$ cat config.mk
export PLATFORM = sky130hd
export DESIGN_NAME = mux8_32
export DESIGN_NICKNAME = d
export VERILOG_FILES = /design/src/rtl/mux8_32.sv
export SDC_FILE = /design/constraint.sdc
export NUM_CORES = 1
export LEC_CHECK = 0
export CAP_MARGIN = 15
export CORE_MARGIN = 3
export CORE_UTILIZATION = 46
export DETAILED_ROUTE_END_ITERATION = 8
export GPL_ROUTABILITY_DRIVEN = 1
export GPL_TIMING_DRIVEN = 0
export PLACE_DENSITY_LB_ADDON = 0.15
export SYNTH_ARGS = -nofsm -noshare
export SYNTH_HDL_FRONTEND = slang
export SYNTH_SLANG_ARGS = --single-unit
$ cat constraint.sdc
create_clock -name clk_4f -period 2.14 [get_ports clk_4f]
set_input_delay 0.428 -clock clk_4f [delete_from_list [all_inputs] [get_ports clk_4f]]
set_output_delay 0.428 -clock clk_4f [all_outputs]
set_load 0.02 [all_outputs]
$ cat src/rtl/mux8_32.sv
//==============================================================================
// Module      : mux8_32
// Description : Byte-to-word packer for the receive side of the byte link.
//               Collects LANES consecutive valid bytes on clk_4f and presents
//               them as one word with a single-cycle valid_out strobe. The
//               first byte of a word lands in the most significant lane.
//               Words broken off early are dropped and counted.
//
// Ports       : clk_4f    - byte-rate clock, all logic on its rising edge
//               reset     - asynchronous, active-high; clears all state
//               data_in   - input byte, sampled when valid_in = 1
//               valid_in  - byte qualifier, low between/around words
//               data_out  - last completed word, held until the next one
//               valid_out - 1-cycle pulse: new word on data_out
//               frag_err  - 1-cycle pulse: partial word discarded
//               frag_cnt  - saturating count of discarded partial words
//
// Revision    : 1.0 - initial release
//==============================================================================
`default_nettype none

module mux8_32 #(
  parameter int BYTE_W = 8,   // width of one input byte
  parameter int LANES  = 4,   // bytes per word (2 or more)
  parameter int ERR_W  = 8    // width of the fragment-error counter
) (
  input  logic                      clk_4f,
  input  logic                      reset,
  input  logic [BYTE_W-1:0]         data_in,
  input  logic                      valid_in,
  output logic [BYTE_W*LANES-1:0]   data_out,
  output logic                      valid_out,
  output logic                      frag_err,
  output logic [ERR_W-1:0]          frag_cnt
);

  localparam int                 c_IDX_W   = (LANES > 1) ? $clog2(LANES) : 1;
  localparam int                 c_SHIFT_W = BYTE_W * (LANES - 1);
  localparam logic [c_IDX_W-1:0] c_IDX_ZERO = '0;
  localparam logic [c_IDX_W-1:0] c_IDX_ONE  = c_IDX_W'(1);
  localparam logic [c_IDX_W-1:0] c_IDX_LAST = c_IDX_W'(LANES - 1);
  localparam logic [ERR_W-1:0]   c_CNT_MAX  = '1;

  typedef enum logic [0:0] {
    ST_IDLE    = 1'b0,
    ST_COLLECT = 1'b1
  } state_t;

  state_t                   r_state;
  logic [c_IDX_W-1:0]       r_idx;
  logic [c_SHIFT_W-1:0]     r_shift;    // lanes 0..LANES-2, lane 0 in the MSBs
  logic [BYTE_W*LANES-1:0]  r_data;
  logic                     r_valid;
  logic                     r_frag;
  logic [ERR_W-1:0]         r_cnt;

  logic [c_SHIFT_W-1:0]     w_shift_nxt;
  logic                     w_last;

  // The final byte of a word is never stored: it goes straight into the
  // output word together with the held lanes.
  assign w_last = (r_idx == c_IDX_LAST);

  // Drop the incoming byte into the lane selected by r_idx. In IDLE r_idx is
  // always zero, so the same path loads lane 0 of a fresh word.
  always_comb begin
    w_shift_nxt = r_shift;
    for (int i = 0; i < LANES - 1; i++) begin
      if (r_idx == c_IDX_W'(i)) begin
        w_shift_nxt[(LANES - 2 - i) * BYTE_W +: BYTE_W] = data_in;
      end
    end
  end

  always_ff @(posedge clk_4f or posedge reset) begin
    if (reset) begin
      r_state <= ST_IDLE;
      r_idx   <= c_IDX_ZERO;
      r_shift <= '0;
      r_data  <= '0;
      r_valid <= 1'b0;
      r_frag  <= 1'b0;
      r_cnt   <= '0;
    end else begin
      // Both strobes are single-cycle by construction.
      r_valid <= 1'b0;
      r_frag  <= 1'b0;

      case (r_state)
        ST_IDLE: begin
          if (valid_in) begin
            r_shift <= w_shift_nxt;
            r_idx   <= c_IDX_ONE;
            r_state <= ST_COLLECT;
          end
        end

        ST_COLLECT: begin
          if (valid_in) begin
            if (w_last) begin
              // Word complete; stay in COLLECT so a following byte starts
              // the next word with no bubble.
              r_data  <= {r_shift, data_in};
              r_valid <= 1'b1;
              r_idx   <= c_IDX_ZERO;
            end else begin
              r_shift <= w_shift_nxt;
              r_idx   <= r_idx + c_IDX_ONE;
            end
          end else begin
            r_idx   <= c_IDX_ZERO;
            r_state <= ST_IDLE;
            // idx==0 is a clean word boundary: nothing was lost.
            if (r_idx != c_IDX_ZERO) begin
              r_frag <= 1'b1;
              if (r_cnt != c_CNT_MAX) begin
                r_cnt <= r_cnt + ERR_W'(1);
              end
            end
          end
        end

        default: begin
          r_state <= ST_IDLE;
          r_idx   <= c_IDX_ZERO;
        end
      endcase
    end
  end

  assign data_out  = r_data;
  assign valid_out = r_valid;
  assign frag_err  = r_frag;
  assign frag_cnt  = r_cnt;

endmodule

`default_nettype wire

==> out/metrics.cfg, run 1 <==
[floorplanning]
core_mm2=0.00564
placementRows=27
initial_utilization=0.487

[logic_synthesis]
yosys_warnings=0
top_area_frac=0.628
mux_area_frac=0.242
yosysCellCount=179
syn-num-nets=196
syn_area_mm2=0.00275
netlist_instances=179
simple_gate_share=0.0487
postSynthAreaPerCell_um2=15.4

[sta]
hold_violations=0
finalClockSkew_ns=0.00238
fmax_mhz=502
period_needed_ns=1.99

[job]
maxCapViolCount=0
warning_count=30

[global_route]
overflow=0

[drt]
drtPass1Iterations=4
drcViolationCount=0
routed_via_density=5.19

[critical_path]
arrival_ns=2.20
worst_path_max_delay_cell=dfrtp_1

[placement]
dp_hpwl_um=3550
gp_congestion=0.818

[cts]
cts_tree=done
clk_latency_ns=0.32

[run_status]
outcome=finished, final reports clean

[pwr]
leakage_nw=1.58

[run 1: how the worst max path moves through the flow]
stage | from | endpoint | slack [ns]
after global routing | r_idx[0] | frag_cnt[7] | 0.03
after global placement | valid_in | data_out[4] | -0.15
after CTS | r_idx[0] | frag_cnt[7] | 0.14
after detailed placement | valid_in | data_out[4] | -0.16
after floorplan | r_idx[0] | frag_cnt[7] | 0.26
final | r_idx[0] | frag_cnt[7] | 0.15
[run 1: per-stage QoR]
stage | worst slack [ns] | hold WS, ns | area, um^2 | power [mW] | setup TNS [ns]
final | 0.146 | 0.500 | 3560 | 4.98 | 0
after detailed placement | -0.163 | 0.488 | 3380 | 4.10 | -6.76
after CTS | 0.138 | 0.503 | 3560 | 5.04 | 0
after global placement | -0.146 | 0.484 | 3360 | 4.03 | -6.38
after global routing | 0.0327 | 0.520 | 3560 | 5.28 | 0
after floorplan | 0.261 | 0.459 | 2750 | 3.18 | 0
[run 1: where the power goes]
group          switching (mW)  internal [mW]  leakage, nW
sequential              0.316           1.85        0.849
combinational           0.836           1.04        0.639
clock                   0.425          0.509       0.0926
[run 1: per-layer routing]
metal / vias to the layer above / routed length, um / global-route usage
met5: - / 0 / 0
met4: 0 / 50 / 0.0669
met3: 6 / 210 / 0.0367
met2: 43 / 2480 / 0.243
met1: 844 / 2290 / 0.208
li1: 764 / - / -
[run 1: final cells by class]
class	count	area [um^2]	area share
inverter	5	22.5	0.00632
timing repair buffer	53	541	0.152
clock buffer	14	173	0.0485
multi-input combinational	101	982	0.276
tap	72	90.1	0.0253
buffer	4	22.5	0.00632
sequential	69	1730	0.485
clock inverter	1	5.00	0.00140
[run 1: logic make-up after synthesis]
family | after synthesis
adder cells (fa/ha/maj) | 6
multiplexers | 59
flip-flops | 69
buffers and inverters | 9
XOR/XNOR | 2
AND/OR/NAND/NOR | 21
AND-OR/OR-AND | 13
[run 1: flip-flops by register name, indices dropped and copies added (netlist names)]
| signal | cells |
|---|---|
| frag_err | 1 |
| r_idx | 2 |
| frag_cnt | 8 |
| r_shift | 24 |
| valid_out | 1 |
| r_state | 1 |
| data_out | 32 |
[run 1: cell usage in the layout (no fill, tap or decap), drive strengths merged]
cell	synthesis	final
nor3	2	2
inv	5	4
clkinvlp	0	1
mux2	59	59
nor4	1	1
dfrtp	69	69
clkbuf	1	15
nor2	1	1
a2111oi	1	1
clkinv	0	1
clkdlybuf4s50	0	52
and3	3	3
a21oi	2	2
a21boi	1	1
a31oi	2	2
or3b	1	1
o21ai	2	2
o31ai	1	1
xnor2	2	2
ha	6	6
and2	1	1
buf	3	4
o31a	1	1
nand4	1	1
o21a	2	2
o211ai	1	1
nand2	5	5
nand2b	2	2
nand3	4	4
[run 1: worst max-delay path: cells and delay by family (launching register included)]
family,cells,cell delay [ns]
DFF,1,0.43
muxes,1,0.35
and+or+nand+nor,2,0.64
buffers and inverters,2,0.25
adders and majority gates,1,0.22
==> run_1/power_grid.png <==
Bar = 20 um. Pins as bars on the die edge.
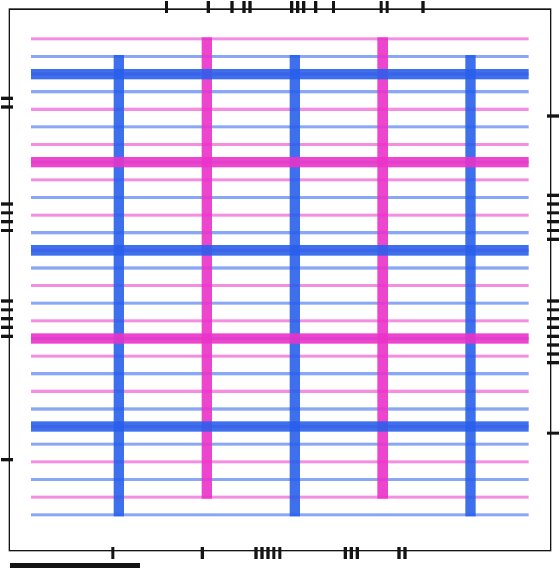
| colour | net |
|---|---|
| magenta | VDD |
| blue | VSS |
met4 straps: 5
met1 rails: 28
signal pins: 53
rows: 27
Die X: 83.3 um
Die Height: 83.3 um
Worst VDD drop: 0.857 mV

==> run_1/placement_by_type.png <==
Bar = 20 um.
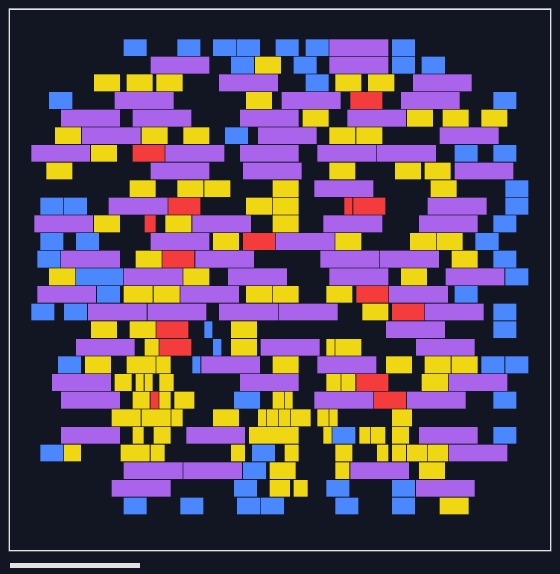
| colour | class | cells |
|---|---|---|
| yellow | combinational and other logic | 106 |
| blue | remaining buffers and delay cells | 57 |
| purple | sequential cells | 69 |
| red | clock drivers and dummy loads | 15 |

==> run_1/clk_routes.png <==
Bar = 20 um.
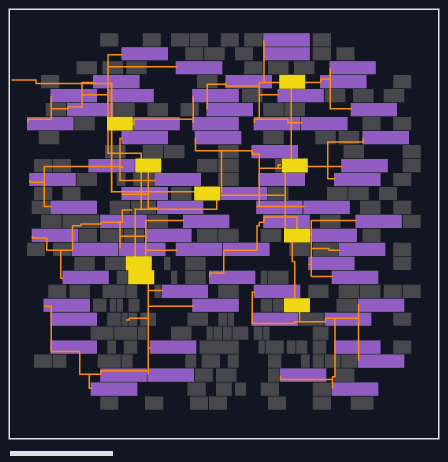
[yellow] clock drivers | count: 9
[orange] clock wires | length: 745 um
[purple] flip-flops | count: 69
flops lie: widely spread

==> run_1/placement.png <==
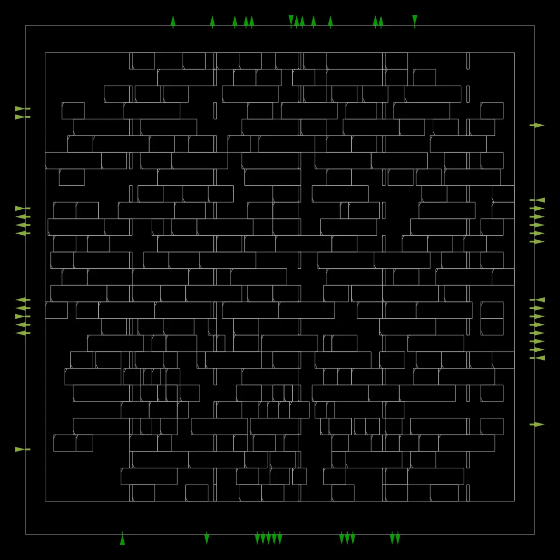

==> run 2, diff against run 1 <==
Settings changed: CORE_MARGIN 3 to 4.
==> run_2/placement.png <==
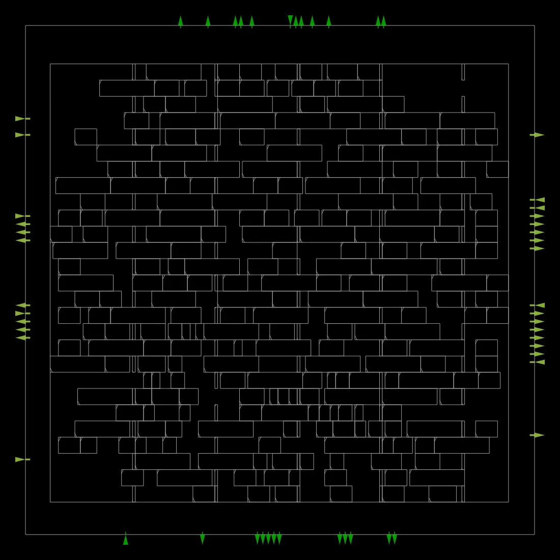
Rows: 27
final cell count without fillers: 320
Seq area share: 0.478
fillcell total: 417

==> out/metrics.cfg, run 2 <==
[run_status]
outcome=finished, final reports clean

[job]
warning_count=30

[global_route]
overflow=0

[critical_path]
critPathLaunch=r_idx[0]
cp_top_family=simple AND/OR/NAND/NOR gates
arrival_ns=2.20
worst_path_max_delay_cell=dfrtp_1
worst-path-buf-inv=2

[logic_synthesis]
syn_area_mm2=0.00275
yosys_warnings=0
syn-num-nets=196
yosysCellCount=179
top_area_frac=0.628

[pwr]
leakage_nw=1.60
power_frac_clock=0.224
combPwrFrac=0.359
intPower_mw=3.59

[placement]
pre_cts_ws_ns=-0.147
dp_hpwl_um=3500
gp_congestion=0.805

[final_layout]
final_cell_mix=69 x dfrtp_1, 57 x mux2_2, 52 x clkdlybuf4s50_1

[sta]
setup_ws_ns=0.158
fmax_mhz=505

[cts]
cts_tree=done

[drt]
routed_via_density=5.15
drcViolationCount=0

==> run_2/power_grid.png <==
Bar = 20 um. Pins as bars on the die edge.
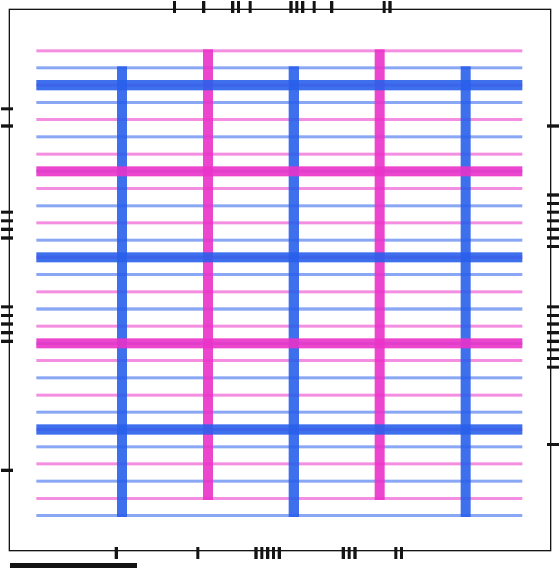
| colour | net |
|---|---|
| blue | VSS |
| magenta | VDD |
met4 straps: 5
met1 rails: 28
Die Height: 85.3 um
Die X: 85.3 um

==> run 2: cell counts after synthesis <==
Identical to the previous run, type by type.
==> run 2: cell type report <==
type                            instances  area, um^2  share of cell area
Tap cell                               72        90.1              0.0249
Timing Repair Buffer                   53         541               0.150
Inverter                                5        22.5             0.00623
Sequential cell                        69        1730               0.478
Buffer                                  4        22.5             0.00623
Clock buffer                           14         193              0.0533
Clock inverter                          2        37.5              0.0104
Multi-Input combinational cell        101         982               0.272
==> run 2: worst min path at each step <==
stage	startpoint	endpoint	slack, ns
2_1_floorplan	valid_in	r_state	0.46
3_3_place_gp	r_shift[6]	data_out[14]	0.48
3_5_place_dp	r_shift[9]	data_out[17]	0.49
4_1_cts	r_shift[13]	data_out[21]	0.51
5_1_grt	r_shift[11]	data_out[19]	0.51
6_report	r_shift[13]	data_out[21]	0.50
==> run 2: per-stage QoR <==
step	power, mW	area [um^2]	util	instances	setup TNS (ns)
4_1_cts	5.29	3610	0.641	320	0
3_5_place_dp	4.10	3380	0.600	304	-6.64
3_3_place_gp	4.04	3360	0.596	303	-5.96
2_1_floorplan	3.18	2750	-	179	0
5_1_grt	5.53	3610	0.641	320	0
6_report	5.21	3610	0.641	320	0
==> run 2: logic make-up after synthesis <==
| kind of cell | Yosys count | share of synthesized area |
|---|---|---|
| xor+xnor | 2 | 0.00637 |
| mux | 59 | 0.242 |
| compound gates | 13 | 0.0332 |
| simple gates | 21 | 0.0487 |
| flops | 69 | 0.628 |
| fa+ha+maj | 6 | 0.0273 |
| buf+inv | 9 | 0.0150 |
==> run 2: worst register-to-register path, cell delays in order (launching register included) <==
cell	delay, ns
dfrtp_1	0.44
inv_1	0.09
ha_1	0.22
or3b_1	0.37
buf_6	0.15
nor4_4	0.26
mux2_1	0.35
==> run 2: power by group through the flow <==
stage | clock (mW) | combinational (mW) | sequential (mW)
6_report | 1.17 | 1.87 | 2.17
5_1_grt | 1.27 | 2.01 | 2.25
4_1_cts | 1.20 | 1.91 | 2.18
3_5_place_dp | 0 | 1.90 | 2.20
3_3_place_gp | 0 | 1.85 | 2.18
2_1_floorplan | 0 | 0.621 | 2.56
==> run 2: layer usage <==
metal  track usage  wire, um  up-vias
li1              -         -      773
met1         0.212      2260      826
met2         0.235      2460       39
met3        0.0437       262        9
met4        0.0820       104        0
met5             0         0        -
Power and IR drop assume default switching activity.
